==> config.mk <==
export PLATFORM = sky130hd
export DESIGN_NAME = uart_tx_queue
export DESIGN_NICKNAME = d
export VERILOG_FILES = /design/src/rtl/uart_tx_queue.sv
export SDC_FILE = /design/constraint.sdc
export NUM_CORES = 1
export LEC_CHECK = 0
export ABC_AREA = 1
export CAP_MARGIN = 30
export CORE_MARGIN = 2
export CORE_UTILIZATION = 44
export CTS_BUF_LIST = sky130_fd_sc_hd__clkbuf_8
export CTS_CLUSTER_SIZE = 30
export DETAILED_ROUTE_END_ITERATION = 10
export GPL_TIMING_DRIVEN = 0
export PLACE_DENSITY_LB_ADDON = 0.12
export SYNTH_ARGS = -nofsm -noshare
export SYNTH_HDL_FRONTEND = slang
export SYNTH_SLANG_ARGS = --single-unit
export TNS_END_PERCENT = 1
==> constraint.sdc <==
create_clock -name clk -period 4.1 [get_ports clk]
set_clock_uncertainty 0.1 [all_clocks]
set_input_delay 0.82 -clock clk [delete_from_list [all_inputs] [get_ports clk]]
set_output_delay 0.82 -clock clk [all_outputs]
set_load 0.02 [all_outputs]
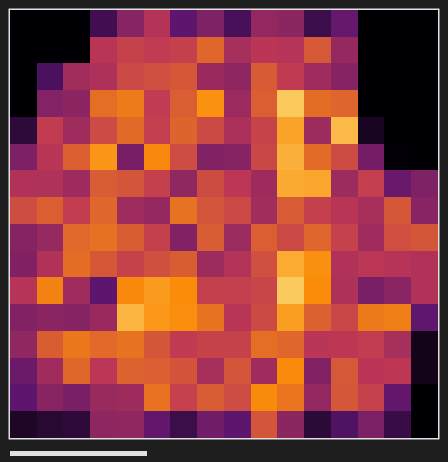
Figure 1: placement density heat map.
The bar under the picture is 50 um long. 16 x 16 tiles, from black (low) to pale yellow (high), 0 to 100% covered.
tiles over 75% full: 6.2%
fullest tile: 89%
emptiest ninth of the die: top right
mean over tiles: 45%
nearly empty tiles: 10%
Core Region: 22700 um2
fp_density: 45.1%

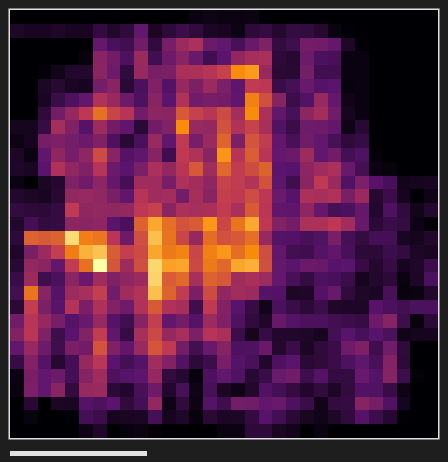
Figure 2: signal metal coverage by tile.
The bar under the picture is 50 um long. 31 x 31 tiles, from black (low) to pale yellow (high), scaled to the fullest tile. Values are wire area over tile area, all layers added.
mean over tiles: 0.22
emptiest ninth of the die: top right
tiles over half the peak: 12%
fullest tile: 0.87
Total Routing Usage GR: 27.0%
routed len/inst: 19.2 um
Post-Route WL: 32000 um
via count: 9208

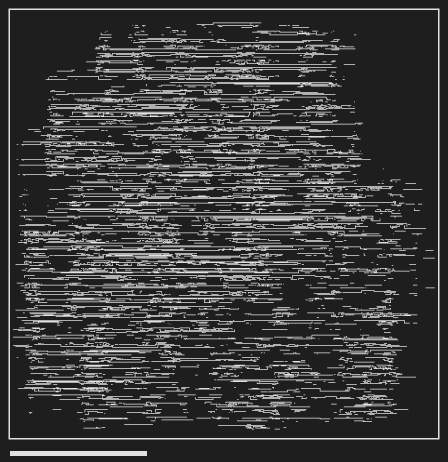
Figure 3: the metal 1 layer.
The bar under the picture is 50 um long.
nets with wire on the layer: 1318
longest straight run: 62.6 um
share of all routed wire: 43%
wire length on this layer: 13800 um
main direction: horizontal
GR met1 Demand/Resource: 36.3%

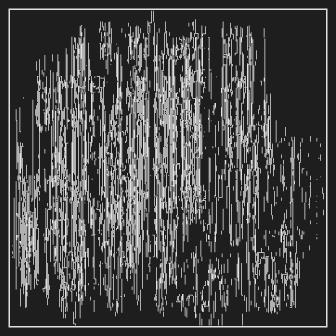
Figure 4: metal 2.
nets with wire on the layer: 1000
wire length on this layer: 14600 um
longest straight run: 66.3 um
main direction: vertical
share of all routed wire: 46%
GR Layer Usage met2: 43.4%

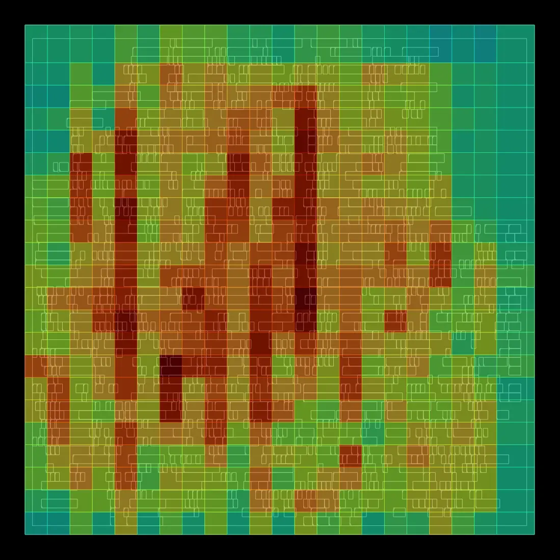
Figure 5: congestion heat map.
M3 GR Usage: 4.04%
global route hottest layer: met2

==> changes_impl.md <==
## Flow update

* Status: finished, final reports clean
* PortBufs at 28
* Critical path type: reg2reg
* Final hold slack at 398 ps
* Flop-to-flop setup slack at 290 ps
* EDFF count, synth at 128
* Clock Sinks at about 170
* Yosys chip area at 10200 um2
* PwrDens at 609 nW/um2
* Slew margin rel. at between 30% and 40%
* Row cnt at around 55
* Critical path peak fanout at 11
* Fmax at approximately 0.26 GHz
* Vias in the first global route at ~8.5k
* P_leak at slightly above 0.005 uW
* H-tree depth at 4
* Setup slack after layout at just under 300 ps
* Pre-antenna DRT Iters at 6
* Antenna violations before repair at 0
* Slew @ Worst Pin at roughly 910 ps
* Critical Path Start Type: flip-flop
* Die ar. at between 20000 and 25000 um2
* Max reg flops at about 130
* First-pass GRT wire length at approximately 49000 um
* Ys flops at 165
* Worst reg2reg path depth at 16
* Detailed-route vias per instance at around 5.5
* OpenROAD warnings at 29
* Finish-stage setup viols at 0
* Synth Warn # at 0
* Final Hold Viols at 0
* Syn Inst Count at ~1.3k
* Total CTS buffers at 17
* CTS Root Cell: clkbuf_8
* Placed wire-length estimate at between 20000 and 25000 um
* Post-synthesis cell area at a little over 10000 um2
* Antenna diodes at 0
* Fin. max-slew vios at 0
* Layout cells sized above 1 at 9.19%
* Max VDD drop at 0.000314 V
* Crit share post-route at 92.8%
* DRT iter0 DRCs at 851
* RSZ-0062 raised after global routing: false
* CTS tree: done
* Layout area overhead at 10.9%
* Die Span Y at 156 um
* Distinct lib cells at 36
* Min Tclk post-route at ~3800 ps
* Layout Nets at roughly 1.4k
* Post-CTS Hold Fix Bufs at 0
* Logic area at approximately 4700 um2
* Sequential cell area at 4580 um2
* Fillers at between 2k and 2.5k
* Ys cells at roughly 1.3k
* Max clock buf depth at 2
* Antenna viol nets, final at 0
* Setup WS pre-CTS at -253 ps
* Worst EP arrival at slightly below 4000 ps
* Post-synth seq share at between 40 and 50%
* Top FF cell, synth: edfxtp_1
* Cell taking the most area after synthesis: edfxtp_1
* Hold Path Stages at 2
* CP Capture Type: flip-flop
==> area by class of cell <==
class / instances / area share, %
multi-input combinational: 924 / 41.6
sequential: 165 / 40.4
buffer: 102 / 4.29
inverter: 123 / 4.07
tap: 285 / 3.14
timing repair buffer: 36 / 2.89
clock buffer: 19 / 2.30
clock inverter: 13 / 1.36
==> repair_timing <==
item,4_1_cts,5_1_grt
resized,0,7
hold endpoints to repair,0,0
setup endpoints to repair,0,69
setup buffers,0,2
==> worst max-delay path, cell delays in order, from the launching register on <==
cell	delay [ps]
dfxtp_1	430
inv_1	120
ha_1	240
nand2_1	70
nand2_1	60
nand3_1	100
nor2_1	60
nor2_1	140
buf_2	270
ha_1	280
ha_2	290
xnor2_2	170
nand3_2	270
nor2_4	250
nand3_4	150
o21ai_0	230
buf_2	300
==> cells by family after synthesis <==
logic type      after synthesis  share of synthesized area, %
compound gates               36                          1.81
xor+xnor                      8                         0.942
fa+ha+maj                    20                          2.59
buf+inv                     225                          9.27
flops                       165                          44.8
simple gates                860                          40.6
==> per-stage QoR <==
stage          std cells  instance area, um2  util [%]  power [uW]
2_1_floorplan       1314               10200         -        4510
3_3_place_gp        1627               10900      47.9        5540
3_5_place_dp        1633               10900      48.0        5580
4_1_cts             1665               11300      49.8        6860
5_1_grt             1667               11300      50.0        7330
6_report            1667               11300      50.0        6920
==> cell usage in the layout, fill, tap and decap left out, drive strengths merged <==
master	n
clkdlybuf4s50	28
buf	57
a21oi	19
nand2	512
fa	2
nand3b	1
nand4	131
nor2	68
xnor2	3
dfxtp	37
clkinv	8
a21boi	1
xor2	5
inv	125
o21ai	15
ha	18
or2	2
edfxtp	128
o21bai	1
clkbuf	72
bufinv	3
nand3	143
nor3	3
==> routing by layer <==
metal | track usage [%] | part of all wire (%)
met1 | 36.3 | 43
met2 | 43.4 | 46
met3 | 4.04 | 7.2
met4 | 11.4 | 3.9
met5 | 0 | 0
==> cell usage after synthesis, types with 2 or more instances <==
master	number
buf_4	11
nor3_1	3
xnor2_1	2
or2_2	2
nand2_1	509
clkbuf_1	53
inv_1	118
nor2_4	12
edfxtp_1	128
nand3_1	125
buf_2	23
nor2_1	52
o21ai_1	2
a21oi_1	19
buf_1	11
nand3_4	17
buf_6	3
xor2_1	4
nand4_1	130
fa_1	2
inv_2	2
ha_1	18
clkinv_1	3
o21ai_0	13
nor2_8	4
nand2_4	2
dfxtp_1	37
==> power breakdown <==
group,leakage [uW],internal (uW),switching [uW]
Clock,0.000222,635,664
Combinational,0.00342,1000,2390
Sequential,0.00146,2100,121
Total,0.00510,3740,3180
Power is estimated from default activity; no workload was simulated.
